Design mem_access_stage, sky130hd; sources not shown.
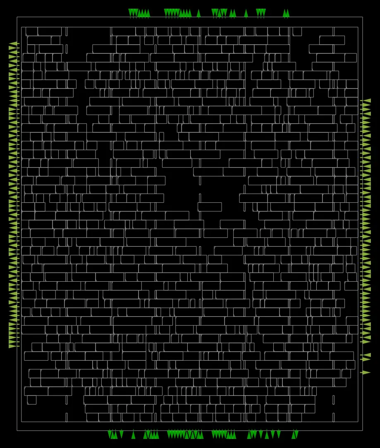
run_1/final_placement.png
Cell Count, Final, Fillers Out: 914
Tap Cells: 164
Layout Utilization: 72.9%

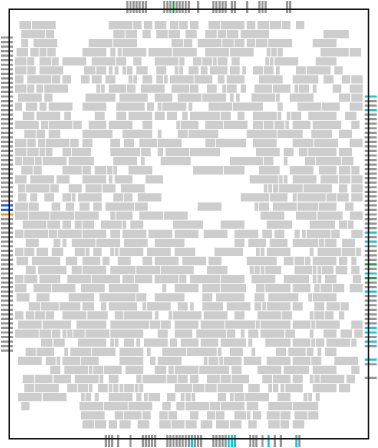
run_1/pins.png
Pins as bars across the die edge, other pins in grey.
colour	port	pins	direction	edge
orange	stall_out	1	output	left
cyan	ALU_in	16	input	10 right, 6 bottom
green	Dest_in	3	input	2 right, 1 top
blue	Memory_in	2	input	left
Die Y: 128 um
die x size: 107 um

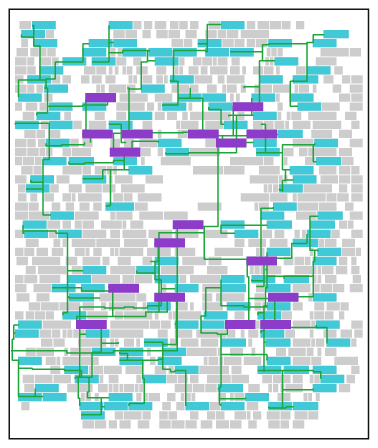
run_1/clock_map.png
[cyan] flip-flops | count: 143
[green] clock wires | length: 1660 um
[purple] cells driving clock nets | count: 17
routed clock nets	18
flops lie	spread over the die
clock skew: 0.00513 ns
Clk. pwr: 4.94 mW
Clock Power Share: 39.0%
clock latency on the worst-skew pair: 0.40 ns

==> notes.md, run 1 <==
flow finished, numbers: status=finished, violations left, failing checks=negative setup slack, IR drop worst, VDD=930 uV, total number of vias=5045, clock root cell=clkbuf_16, Flops=143, dpl cells=863, slowest cell on the critical path=dfxtp_4, Commonest cells post-synth=dfxtp_1 (143), nand2_1 (108), a31o_2 (70), nor4b_1 (70), a21oi_1 (55), final worst slack=-0.0982 ns, area share, top type=53.9%, RSZ-0062 raised after global routing=true, switching component of the power=3.50 mW, CTS clk-pin slew, worst paths=0.06 ns, Post-DP Area=8030 um^2, Starting DRT DRC Count=285, Commonest Layout Cell=dfxtp_1, Slew Limit Fails=0, syn_nets=624, Avg Synthesized Cell Area=9.99 um^2, vias in the first global route=4910, Top pwr grp=registers, top comb family, area=simple AND/OR/NAND/NOR gates, global route overflow=0, number of enable flip-flop cells=0, setup violators final=127, and+or+nand+nor area frac=22.6%, crit end category=flop, Adders+Majority by Area=0%, Mapped Cells=532, Port-buffer cells=197, critical path type=reg2reg, TNS Setup=-5.94 ns, chip area=13800 um^2, R2R depth=4, hpwl dp=9770 um, slew margin rel.=79.1%, Net Sw Frac=27.6%, Peak Freq=0.770 GHz, cell accounting for the most synthesized area=dfxtp_1, met2 wire len=8900 um, Clock Buffer Count=20, WP data arrival=1.65 ns, Non-clk invs=1, Routed WL=17500 um
==> run 2: changes to the inputs <==
--- a/config.mk
+++ b/config.mk
@@ -6,9 +6,10 @@
 export NUM_CORES = 1
 export LEC_CHECK = 0
 export CORE_ASPECT_RATIO = 1.2
-export CORE_UTILIZATION = 40
+export CORE_UTILIZATION = 55
 export DETAILED_ROUTE_END_ITERATION = 10
-export PLACE_DENSITY = 0.76
+export DONT_BUFFER_PORTS = 1
+export PLACE_DENSITY = 0.73
 export SLEW_MARGIN = 5
 export SYNTH_ARGS = -nofsm -noshare
 export SYNTH_HDL_FRONTEND = slang
==> notes.md, run 2 <==
run results: die x size=91.7 um, clock root cell=clkbuf_8, Yosys warnings=0, Commonest cells post-synth=dfxtp_1 (143), nand2_1 (108), a31o_2 (70), nor4b_1 (70), a21oi_1 (55), dpl cells=631, Avg Synthesized Cell Area=9.99 um^2, H-tree depth=4, Exit stage=5_1_grt, Adders+Majority by Area=0%, register area share after synthesis=53.9%, Mapped Cells=532, hpwl dp=8710 um, cell accounting for the most synthesized area=dfxtp_1, number of enable flip-flop cells=0, Port-buffer cells=0, Die Y=110 um, io pins=198, Log Error=[ERROR DPL-0038] Utilization greater than 100%, impossible to legalize, and+or+nand+nor area frac=22.6%, top-count cell post-synth=dfxtp_1, top comb family, area=simple AND/OR/NAND/NOR gates, Final GP Congestion=0.768, Post-DP Area=6370 um^2, status=aborted with a tool error, syn_nets=624, area share, top type=53.9%, post-CTS setup buffer count=13
==> run 3: changes to the inputs <==
--- a/config.mk
+++ b/config.mk
@@ -5,11 +5,10 @@
 export SDC_FILE = /design/constraint.sdc
 export NUM_CORES = 1
 export LEC_CHECK = 0
-export CORE_ASPECT_RATIO = 1.2
-export CORE_UTILIZATION = 55
+export CORE_UTILIZATION = 40
 export DETAILED_ROUTE_END_ITERATION = 10
 export DONT_BUFFER_PORTS = 1
-export PLACE_DENSITY = 0.73
+export PLACE_DENSITY_LB_ADDON = 0.15
 export SLEW_MARGIN = 5
 export SYNTH_ARGS = -nofsm -noshare
 export SYNTH_HDL_FRONTEND = slang
==> constraint.sdc (replaced) <==
create_clock -name clock -period 1.6 [get_ports clock]
set_input_delay 0.32 -clock clock [delete_from_list [all_inputs] [get_ports clock]]
set_output_delay 0.32 -clock clock [all_outputs]
set_load 0.03 [all_outputs]
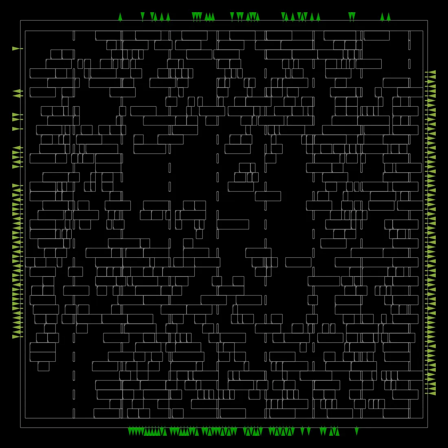
run_3/final_placement.png
total core area: 12800 um^2
row count: 41

==> notes.md, run 3 <==
flow finished, numbers: status=finished, final reports clean, critical path type=reg2out, setup violators final=0, Peak Freq=0.675 GHz, dpl cells=666, met2 wire len=6490 um, hpwl dp=8240 um, crit end category=primary output, R2R depth=4, Flops=143, Non-clk invs=1, H-tree depth=4, number of enable flip-flop cells=0, syn_nets=624, vias in the first global route=3931, WP data arrival=1.16 ns, CTS clk-pin slew, worst paths=0.06 ns, Avg Synthesized Cell Area=9.99 um^2, and+or+nand+nor area frac=22.6%, io pins=198, chip area=13700 um^2, die x size=117 um, Die Y=117 um, largest cells by area after synthesis=dfxtp_1 (54%), a31o_2 (12%), nor4b_1 (12%), final worst slack=0.118 ns, Net Sw Frac=26.0%, Starting DRT DRC Count=298, Yosys warnings=0, Clock Buffer Count=21, IR drop worst, VDD=668 uV, Slew Limit Fails=0, TNS Setup=0 ns, area share, top type=53.9%, Commonest cells post-synth=dfxtp_1 (143), nand2_1 (108), a31o_2 (70), nor4b_1 (70), a21oi_1 (55), Layout Utilization=47.1%, Commonest Layout Cell=dfxtp_1, Clock Power Share=43.4%, clock root cell=clkbuf_16, register area share after synthesis=53.9%, Mapped Cells=532, post-CTS setup buffer count=0, Adders+Majority by Area=0%, switching component of the power=2.21 mW, Port-buffer cells=0, Top pwr grp=registers, Final GP Congestion=0.727, top comb family, area=simple AND/OR/NAND/NOR gates, global route overflow=0
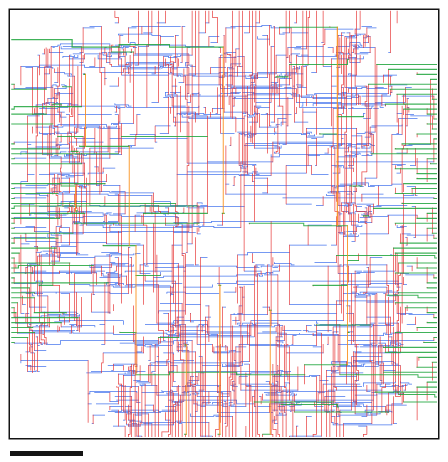
run_3/metal_stack.png
Bar = 20 um.
colour	layer	wire length
red	met2	6490 um
orange	met4	326 um
green	met3	1470 um
blue	met1	5560 um
Routed WL: 13800 um
GRT Util Overall: 20.6%
total number of vias: 3987

run_3/port_nets.png
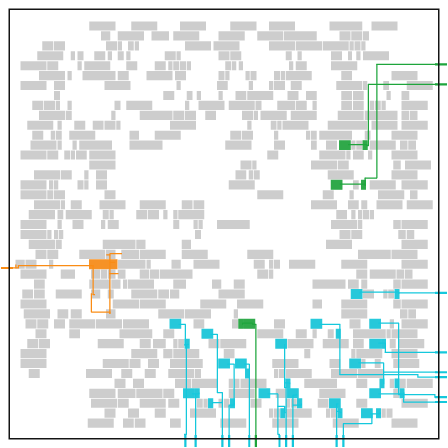

==> run 4: changes to the inputs <==
--- a/config.mk
+++ b/config.mk
@@ -5,9 +5,11 @@
 export SDC_FILE = /design/constraint.sdc
 export NUM_CORES = 1
 export LEC_CHECK = 0
+export ABC_AREA = 1
 export CORE_UTILIZATION = 40
 export DETAILED_ROUTE_END_ITERATION = 10
 export DONT_BUFFER_PORTS = 1
+export GPL_ROUTABILITY_DRIVEN = 0
 export PLACE_DENSITY_LB_ADDON = 0.15
 export SLEW_MARGIN = 5
 export SYNTH_ARGS = -nofsm -noshare
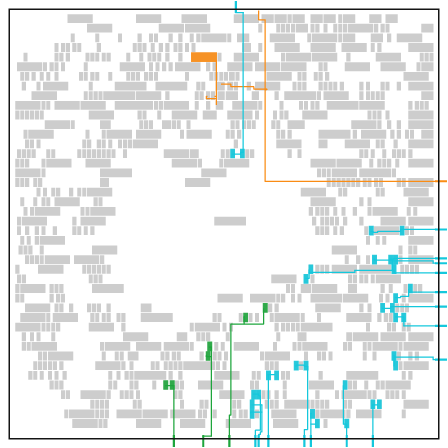
run_4/port_nets.png
colour	port	bits	direction	end cells	buffers	wire
cyan	ALU_in	16	input	32	0	308 um
green	Dest_in	3	input	6	0	95.0 um
orange	stall_out	1	output	1	1	130 um
Port-buffer cells: 0
io pins: 198

==> notes.md, run 4 <==
flow finished, numbers: status=finished, final reports clean, Net Sw Frac=27.9%, CTS clk-pin slew, worst paths=0.06 ns, Flops=143, Non-clk invs=146, met2 wire len=5670 um, clock root cell=clkbuf_16, Tap Cells=180, post-CTS setup buffer count=0, H-tree depth=4, Avg Synthesized Cell Area=6.57 um^2, TNS Setup=0 ns, final worst slack=0.208 ns, Clock Buffer Count=21, Layout Utilization=47.3%, area share, top type=50.8%, largest cells by area after synthesis=dfxtp_1 (51%), nand2_1 (20%), nor2_1 (14%), die x size=121 um, syn_nets=950, dpl cells=1009, vias in the first global route=4189, switching component of the power=2.45 mW, cell accounting for the most synthesized area=dfxtp_1, Commonest cells post-synth=nand2_1 (307), nor2_1 (215), dfxtp_1 (143), inv_1 (143), buf_2 (17), Peak Freq=0.718 GHz, and+or+nand+nor area frac=35.4%, RSZ-0062 raised after global routing=false, WP data arrival=1.07 ns, top comb family, area=simple AND/OR/NAND/NOR gates, chip area=14600 um^2, Post-DP Area=5820 um^2, Adders+Majority by Area=0%, clock skew=0.0130 ns, row count=43, Yosys warnings=0, global route overflow=0, clock latency on the worst-skew pair=0.42 ns, Commonest Layout Cell=nand2_1
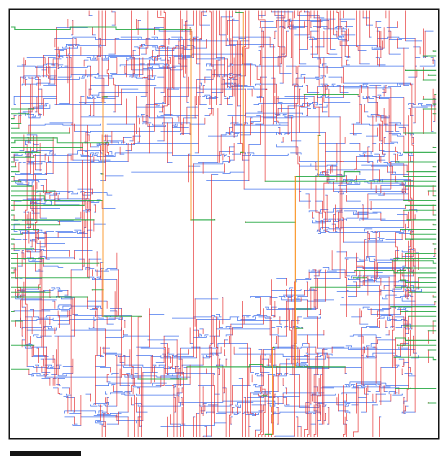
run_4/metal_stack.png
Bar = 20 um.
colour	layer	wire length
green	met3	964 um
orange	met4	245 um
red	met2	5670 um
blue	met1	4970 um
routed length per instance: 11.2 um
Routed WL: 11800 um
GRT Util Overall: 17.3%
total number of vias: 4570

Power and IR drop assume default switching activity.
